$ cat src/rtl/serial_subtractor.sv
// Bit-serial WIDTH-bit subtractor (diff = a - b, LSB first) built around a single full_subtractor.
// Define SERIAL_SUB_SIGNED_EN to add the signed overflow output.

module full_subtractor (
    input  logic a,
    input  logic b,
    input  logic bin,
    output logic diff,
    output logic bout
);
    assign diff = a ^ b ^ bin;
    assign bout = (~a & b) | (~(a ^ b) & bin);
endmodule

module serial_subtractor #(
    parameter int WIDTH = 8
) (
    input  logic             clk,
    input  logic             rst,
    input  logic             start,
    input  logic [WIDTH-1:0] a,
    input  logic [WIDTH-1:0] b,
    output logic             busy,
    output logic             done,
    output logic [WIDTH-1:0] diff,
    output logic             borrow
`ifdef SERIAL_SUB_SIGNED_EN
    ,
    output logic             overflow
`endif
);
    localparam int CW = $clog2(WIDTH + 1);
    localparam logic [CW-1:0] LAST = CW'(WIDTH - 1);

    typedef enum logic [1:0] {IDLE, SHIFT, DONE} state_t;

    state_t           state_reg, state_next;
    logic [WIDTH-1:0] op_a_reg, op_b_reg, res_reg, diff_reg;
    logic [WIDTH-1:0] res_next;
    logic [CW-1:0]    cnt_reg;
    logic             bff_reg, borrow_reg;
    logic             diff_bit, bout_bit;
    logic             accept, last_bit;

    full_subtractor u_fs (
        .a    (op_a_reg[0]),
        .b    (op_b_reg[0]),
        .bin  (bff_reg),
        .diff (diff_bit),
        .bout (bout_bit)
    );

    generate
        if (WIDTH == 1) begin : g_res1
            assign res_next = diff_bit;
        end else begin : g_resn
            assign res_next = {diff_bit, res_reg[WIDTH-1:1]};
        end
    endgenerate

    assign accept   = start && (state_reg == IDLE || state_reg == DONE);
    assign last_bit = (state_reg == SHIFT) && (cnt_reg == LAST);

    always_ff @(posedge clk) begin
        if (rst) state_reg <= IDLE;
        else     state_reg <= state_next;
    end

    always_comb begin
        state_next = state_reg;
        case (state_reg)
            IDLE:    state_next = start ? SHIFT : IDLE;
            SHIFT:   state_next = last_bit ? DONE : SHIFT;
            DONE:    state_next = start ? SHIFT : IDLE;
            default: state_next = IDLE;
        endcase
    end

    always_comb begin
        busy = (state_reg == SHIFT);
        done = (state_reg == DONE);
    end

    always_ff @(posedge clk) begin
        if (rst) begin
            op_a_reg   <= '0;
            op_b_reg   <= '0;
            res_reg    <= '0;
            bff_reg    <= 1'b0;
            cnt_reg    <= '0;
            diff_reg   <= '0;
            borrow_reg <= 1'b0;
        end else if (accept) begin
            op_a_reg <= a;
            op_b_reg <= b;
            bff_reg  <= 1'b0;
            cnt_reg  <= '0;
        end else if (state_reg == SHIFT) begin
            op_a_reg <= op_a_reg >> 1;
            op_b_reg <= op_b_reg >> 1;
            res_reg  <= res_next;
            bff_reg  <= bout_bit;
            cnt_reg  <= cnt_reg + CW'(1);
            if (last_bit) begin
                diff_reg   <= res_next;
                borrow_reg <= bout_bit;
            end
        end
    end

    assign diff   = diff_reg;
    assign borrow = borrow_reg;

`ifdef SERIAL_SUB_SIGNED_EN
    logic overflow_reg;

    // On the last bit the operand LSBs are the original MSBs.
    always_ff @(posedge clk) begin
        if (rst)
            overflow_reg <= 1'b0;
        else if (last_bit)
            overflow_reg <= (op_a_reg[0] != op_b_reg[0]) && (diff_bit != op_a_reg[0]);
    end

    assign overflow = overflow_reg;
`endif

endmodule
$ cat config.mk
export PLATFORM = sky130hd
export DESIGN_NAME = serial_subtractor
export DESIGN_NICKNAME = d
export VERILOG_FILES = /design/src/rtl/serial_subtractor.sv
export SDC_FILE = /design/constraint.sdc
export NUM_CORES = 1
export LEC_CHECK = 0
export CAP_MARGIN = 30
export CORE_ASPECT_RATIO = 1.25
export CORE_MARGIN = 1
export CORE_UTILIZATION = 40
export DETAILED_ROUTE_END_ITERATION = 6
export MAX_ROUTING_LAYER = met4
export PLACE_DENSITY = 0.68
export SYNTH_ARGS = -nofsm -noshare
export SYNTH_HDL_FRONTEND = slang
export SYNTH_SLANG_ARGS = --single-unit
export TNS_END_PERCENT = 20
$ cat constraint.sdc
create_clock -name clk -period 1.51 [get_ports clk]
set_clock_uncertainty 0.15 [all_clocks]
set_input_delay 0.3775 -clock clk [delete_from_list [all_inputs] [get_ports clk]]
set_output_delay 0.3775 -clock clk [all_outputs]
set_load 0.01 [all_outputs]
==> run notes, run 1 <==
fresh numbers from the pnr run: DP Area=slightly below 0.002 mm², max_slew headroom=between 70% and 80%, R2R cell count=4, DR WL met3=179 µm, gr ovfl total=0, most numerous logic cell after layout=dfxtp_1, average via count per standard cell=5.48, RSZ-0062 raised after global routing=no, Static Leakage=about 0.00076 µW, yosys warns=0, critical path class=flip-flop to output pin, initial DRC count=58, final slew viol count=0, CP max-delay cell=dfxtp_1, routability cong.=0.743, worst vdd ir=0.000498 V, # diodes=0, Worst setup endpoint=busy, syn avg cell area=between 8 and 9 µm², period utilization=95.6%, fmax=about 700 MHz, worst path cell trace=nand2b_4 -> inv_4 -> buf_2, CTS Sinks=39, # fillers=322, initial antenna violation count=0, Synth async-reset ratio=0%, Switch Pwr=482 µW, Hold Worst Slack=between 0.3 and 0.4 ns, post-synth top area share=between 50% and 60%, Flop pwr share=55.1%, io pins=30, Least-Margin Pin Slew=0.339 ns, CP Depth=3, most frequent cells in the layout=38 x dfxtp_1, 26 x nand2_1, 23 x a21oi_1, number of flops mapped to enable cells by yosys=0, top cells by area=dfxtp_1 51%, a21oi_1 7.5%, nand2_1 6.3%, Worst Path Max Fanout=3, Core Util at FP=approximately 43%, post-route ant nets=0, Switching Fraction=24.0%, combinational share of power=14.1%, Yosys chip area=0.00154 mm², WL final=3.21 mm, Layout Nets=about 240, share of cells above drive strength 1=between 10% and 20%, largest area contributor in the netlist=dfxtp_1, Startpoint Class=flip-flop, Log Warnings=26, cells after synthesis=approximately 180, Arr. time, crit path=0.92 ns, post-synthesis cell area=0.00154 mm², Cell Pwr Density=between 1000 and 1500 mW/mm², CP max stage delay=0.34 ns, clk slew on worst S/H paths=0.07 ns, largest net degree at the start of global routing=37, first-pass GRT wire length=approximately 5.4 mm, max_cap viols=0, Root Buffer=clkbuf_8, outcome=finished, violations left, fin crit period=1.44 ns, HP Class=flip-flop to flip-flop, Inserted Clock Buffers=5, clk buf depth=2, RR Endpoint=cnt_reg[3], overall routing resource usage=17.2%, hold buffers post-CTS=0, Unique cell types=31, M1 WL=1.38 mm, syn_nets=between 200 and 250, Detail Route met2 WL=1.64 mm, ys cells=180, H-Tree Depth=2, crit path DRT=~1 ns, largest delay contributor family on the critical path=flip-flops, DRC viols=3, Sum Neg Setup Slack=0 ns, Worst Setup End Kind=output pin, post-DR wirelength/cell=12.5 µm, FF-to-FF setup slack=0.08 ns, Post-synth regs=39, internal power=~1500 µW, Synth Flop Type=dfxtp_1, Fin. Hold Viols=0, WP buf/inv=2, Clock power frac=a little under a third, Pre-Repair DR Iteration Count=6, Final HPWL DP=approximately 2.3 mm, Final Setup Violations=0, row count=24, vias in the first global route=1,317, Seq share, synth=50.7%, CTS tree=done, CP startpoint=state_reg[1], DIE AREA=0.00410 mm², top routing layer in use=met4, worst r2r src=state_reg[1], Latency at later pin=0.28 ns, failing checks=design-rule violations
run 1: worst min-delay path by stage:
stage | startpoint | slack, ns | endpoint | cells after the start
global placement | res_reg[1] | 0.30 | res_reg[1] | 2
floorplan | res_reg[1] | 0.29 | res_reg[1] | 2
finish | res_reg[1] | 0.31 | res_reg[1] | 2
global route | op_a_reg[6] | 0.34 | op_a_reg[5] | 2
CTS | res_reg[1] | 0.31 | res_reg[1] | 2
detailed placement | res_reg[1] | 0.30 | res_reg[1] | 2
run 1: power by group through the flow:
stage	Sequential, µW	Combinational, µW	Clock [µW]
5_1_grt	1110	311	680
2_1_floorplan	1120	172	0
3_5_place_dp	1130	281	0
3_3_place_gp	1120	271	0
6_report	1100	283	618
4_1_cts	1100	281	636
run 1: logic make-up (layout without fill, tap and decap cells):
| family | count (synthesis) | count (layout) | synth area share, % |
|---|---|---|---|
| compound gates | 53 | 53 | 19.3 |
| xor+xnor | 2 | 2 | 1.14 |
| fa+ha+maj | 2 | 2 | 2.11 |
| buf+inv | 18 | 55 | 6.42 |
| flops | 39 | 39 | 50.7 |
| mux | 1 | 1 | 0.650 |
| simple gates | 65 | 65 | 19.7 |
run 1: layout make-up:
type,count,area [µm²],share of cell area (%)
clock buffer,6,72.6,3.64
inverter,4,17.5,0.878
multi-input combinational,123,669,33.5
sequential,39,782,39.2
tap,39,48.8,2.45
timing repair buffer,45,405,20.3
run 1: worst min-delay path: stages (launching register included):
cell and delay (ns):
dfxtp_1 0.31, nand2_1 0.05, a21oi_1 0.05
run 1: metal layers:
| layer | global-route usage (%) | up-vias |
|---|---|---|
| met5 | - | - |
| met4 | 4.34 | 0 |
| met3 | 4.87 | 2 |
| met2 | 30.2 | 43 |
| met1 | 19.0 | 652 |
| li1 | - | 705 |
run 1: timing repair:
item,in CTS,in global routing
setup endpoints to repair,11,9
resized,19,3
hold endpoints to repair,0,0
buffers inserted,0,1
pin swaps,0,1
run 1: per-stage QoR:
stage / total power (µW) / instances / util (%) / worst slack (ns)
5_1_grt: 2100 / 256 / 55.8 / 0.0168
3_3_place_gp: 1390 / 249 / 53.8 / -0.117
3_5_place_dp: 1410 / 249 / 53.8 / -0.149
4_1_cts: 2020 / 255 / 55.5 / 0.0212
2_1_floorplan: 1290 / 180 / - / 0.163
6_report: 2000 / 256 / 55.8 / 0.0668
run 1: Yosys cell counts (4+ instances only):
library cell / number
dfxtp_1: 39
nand2_1: 26
a21oi_1: 23
nor3_1: 14
nand3_1: 13
o21ai_0: 13
buf_2: 8
o22ai_1: 6
a31oi_1: 5
nor2_1: 4
Run 1, signal wires on met3:
The bar under the picture is 20 µm long.
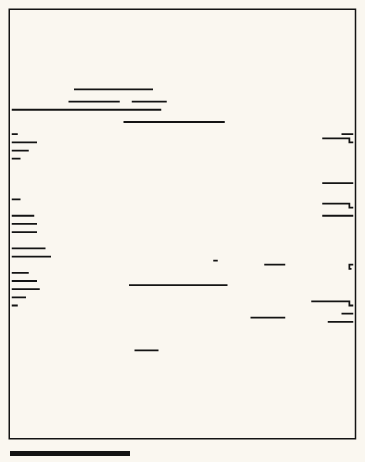
wire length on this layer: 179 µm
main direction: horizontal
share of all routed wire: 5.6%
longest straight run: 24.6 µm
met3 GRT Util: 4.87%
via count: 1,402

Run 1, I/O pins on the die edge:
The bar under the picture is 20 µm long. Pins as bars across the die edge, other pins in gray.
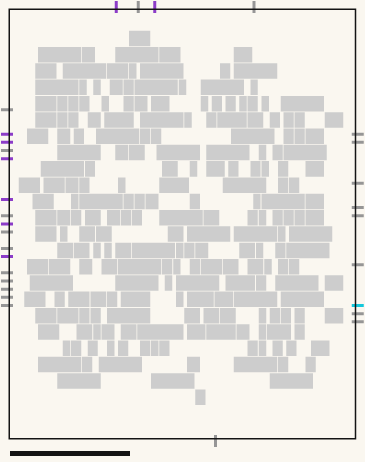
[cyan] `busy` | pins: 1 | direction: output | edge: right
[purple] `b` | pins: 8 | direction: input | edge: 6 left, 2 top
Die Y: 71.4 µm
input/output buffers: 29
die width: 57.5 µm

Run 1, cell sizes after repair:
The bar under the picture is 20 µm long.
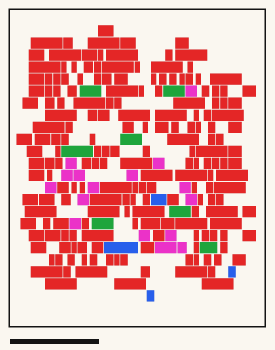
[red] drive 1 or less | cells: 190
[magenta] drive 3 to 4 | cells: 16
[green] drive 6 and up | cells: 7
[blue] drive 2 | cells: 4
design area: 0.00200 mm²
count of non-CTS buffers in the layout: 45
worst setup margin: 0.0668 ns
layout overhead on the synthesized area: 29.6%

Run 1, cell outlines without signal wires:
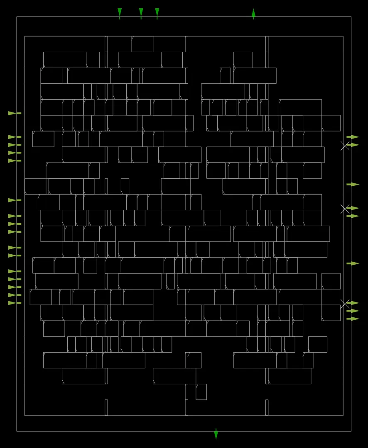
tap cells: 39
Placeable Area: 0.00357 mm²

Run 1, metal layers overlaid:
The bar under the picture is 20 µm long.
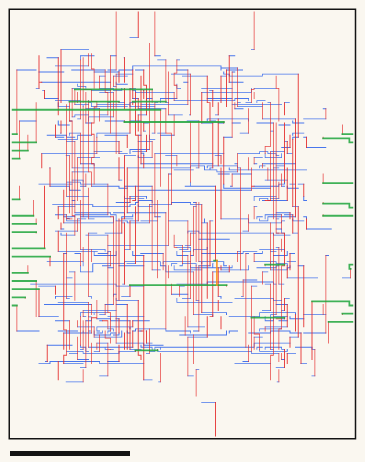

==> inputs of run 2 (changes only) <==
REMOVE_ABC_BUFFERS = 1   (was default)
Run 2, metal layers overlaid:
The bar under the picture is 20 µm long.
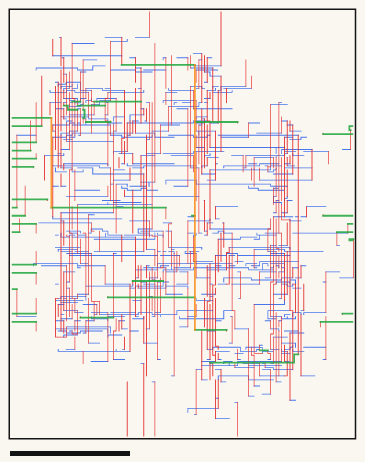
[green] met3 | wire length: 188 µm
[orange] met4 | wire length: 59.2 µm
[red] met2 | wire length: 1,680 µm
[blue] met1 | wire length: 1,370 µm

==> run 2 against run 1 <==
Effect of this change: utilization increased by 0.63 points; worst hold slack improved by 0.0060 ns; sequential power about the same; via count increased by 1.6%; synthesized area unchanged; largest power group unchanged; non-clock buffer count increased by 1; register-to-register slack about the same; clock power increased by 13%; the run still ends with design-rule violations left; count of clock-buffer cells in the layout unchanged; first-iteration DRC count increased by 17%; wire length increased by 2.9%.
==> run notes, run 2 <==
fresh numbers from the pnr run: Core Util at FP=43.1% (unchanged), yosys warns=0 (unchanged), Root Buffer=clkbuf_8, post-route ant nets=0 (unchanged), H-Tree Depth=2 (unchanged), Worst Setup End Kind=output pin, # fillers=343 (+6.5%), via count=1,425 (+1.6%), most numerous logic cell after layout=dfxtp_1, max_slew headroom=78.0% (+0.62 points), share of cells above drive strength 1=13.7% (+1.3 points), # diodes=0 (unchanged), Post-synth regs=39 (unchanged), Synth top cells by count=39 x dfxtp_1, 26 x nand2_1, 23 x a21oi_1, clk buf depth=2 (unchanged), Flop pwr share=53.1% (-2.0 points), worst path cell trace=nand2b_4 -> inv_4 -> buf_2, Switch Pwr=511 µW (+6.0%), critical path class=flip-flop to output pin, WL final=3.30 mm (+2.9%), Die Y=71.4 µm (unchanged), WP buf/inv=2 (unchanged), post-synth top area share=50.7% (unchanged), DRC viols=1 (-2), Sum Neg Setup Slack=0 ns (unchanged), Startpoint Class=flip-flop, Switching Fraction=24.5% (+0.51 points), Pre-Repair DR Iteration Count=7 (+1), Detail Route met2 WL=1.68 mm (+2.4%), Least-Margin Pin Slew=0.330 ns (-0.00929 ns), top routing layer in use=met4, period utilization=95.9% (+0.34 points), outcome=finished, violations left, pre-CTS WS=-0.214 ns (-0.0649 ns), R2R cell count=4 (unchanged), routability cong.=0.808 (+8.7%), max_cap viols=0 (unchanged), DR WL met3=187 µm (+4.5%), io pins=30 (unchanged), FF-to-FF setup slack=0.07 ns (about the same), Log Warnings=25 (-3.8%), CP Depth=3 (unchanged), post-DR wirelength/cell=12.8 µm (+2.1%), CP max stage delay=0.33 ns (about the same), largest delay contributor family on the critical path=flip-flops, Final HPWL DP=2.30 mm (+1.6%), RSZ-0062 raised after global routing=no, worst r2r src=state_reg[1], Yosys chip area=0.00154 mm² (unchanged), most frequent cells in the layout=38 x dfxtp_1, 26 x nand2_1, 23 x a21oi_1, Post-Place Cells=249 (unchanged), worst vdd ir=0.000649 V (+30%), clk slew on worst S/H paths=0.07 ns (about the same), syn avg cell area=8.56 µm² (unchanged), M1 WL=1.37 mm (-0.65%), ys cells=180 (unchanged), Final Setup Violations=0 (unchanged), HP Class=flip-flop to flip-flop, crit path DRT=0.98 ns (about the same), gr ovfl total=0 (unchanged), average via count per standard cell=5.52 (+0.85%), cells after synthesis=180 (unchanged), largest area contributor in the netlist=dfxtp_1, Synth Flop Type=dfxtp_1, CTS Sinks=39 (unchanged), CP max-delay cell=dfxtp_1, top cells by area=dfxtp_1 51%, a21oi_1 7.5%, nand2_1 6.3%, Static Leakage=0.000777 µW (+2.0%), failing checks=design-rule violations, Latency at later pin=0.29 ns (about the same), initial antenna violation count=0 (unchanged), most common cell in the synthesized netlist=dfxtp_1, input/output buffers=29 (unchanged), Arr. time, crit path=0.92 ns (about the same), post-synthesis cell area=0.00154 mm² (unchanged), Placeable Area=0.00357 mm² (unchanged), number of flops mapped to enable cells by yosys=0 (unchanged), Clock power frac=33.6% (+2.8 points)
Run 2, cell outlines without signal wires:
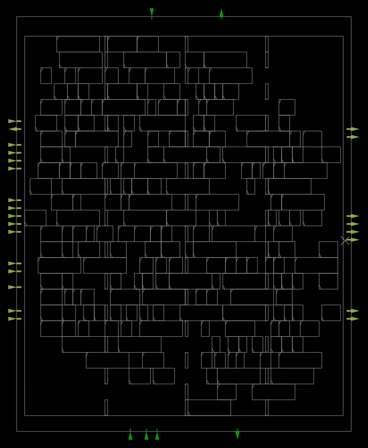
fin cells: 258
row count: 24
flop count: 39

-- run 2: per-layer routing --
metal | vias to the layer above | track usage (%)
met5 | - | -
met4 | 0 | 9.76
met3 | 7 | 5.23
met2 | 49 | 32.4
met1 | 659 | 17.5
li1 | 710 | -
-- run 2: area by class of cell --
| cell class | count | area, µm² | share of cell area, % |
|---|---|---|---|
| repair buffers | 46 | 413 | 20.5 |
| multi-input cells | 123 | 669 | 33.2 |
| clock buffers | 6 | 82.6 | 4.09 |
| inverters | 4 | 17.5 | 0.868 |
| well taps | 39 | 48.8 | 2.42 |
| clock inverters | 1 | 5.00 | 0.248 |
| flip-flops and latches | 39 | 782 | 38.7 |
-- run 2: cells by family (layout without fill, tap and decap cells) --
family,Yosys count,in the layout,synth area share [%]
multiplexers,1,1,0.650
AND-OR/OR-AND,53,53,19.3
adder cells (fa/ha/maj),2,2,2.11
AND/OR/NAND/NOR,65,65,19.7
buffers and inverters,18,57,6.42
flip-flops,39,39,50.7
XOR/XNOR,2,2,1.14
-- run 2: through the flow --
step | instance area [µm²] | total power (µW) | hold WS, ns | util (%)
after floorplan | 1460 | 1260 | 0.281 | -
after global placement | 1920 | 1390 | 0.293 | 53.8
after detailed placement | 1920 | 1400 | 0.304 | 53.8
after CTS | 2000 | 2100 | 0.316 | 56.0
after global routing | 2020 | 2170 | 0.344 | 56.5
final | 2020 | 2080 | 0.315 | 56.5
-- run 2: timing repair --
action                                  in CTS  in global routing
gates resized                               20                  1
hold endpoints to repair                     0                  0
setup buffers                                0                  2
hold buffers                                 0                  0
endpoints found under the setup margin      14                  4
-- run 2: tightest hold or removal path, cell delays in order, from the launching register on --
cell,delay (ns)
dfxtp_1,0.32
nand2_1,0.05
a21oi_1,0.05
-- run 2: how the worst min path moves through the flow --
stage	start	endpoint	cells after the start
2_1_floorplan	res_reg[1]	res_reg[1]	2
3_3_place_gp	res_reg[1]	res_reg[1]	2
3_5_place_dp	res_reg[1]	res_reg[1]	2
4_1_cts	res_reg[1]	res_reg[1]	2
5_1_grt	res_reg[1]	res_reg[1]	2
6_report	res_reg[1]	res_reg[1]	2
-- run 2: power by group through the flow --
stage | combinational, µW | sequential [µW] | clock [µW]
2_1_floorplan | 137 | 1120 | 0
3_3_place_gp | 270 | 1120 | 0
3_5_place_dp | 275 | 1130 | 0
4_1_cts | 275 | 1100 | 718
5_1_grt | 303 | 1110 | 756
6_report | 276 | 1110 | 699
Power and IR drop assume default switching activity.
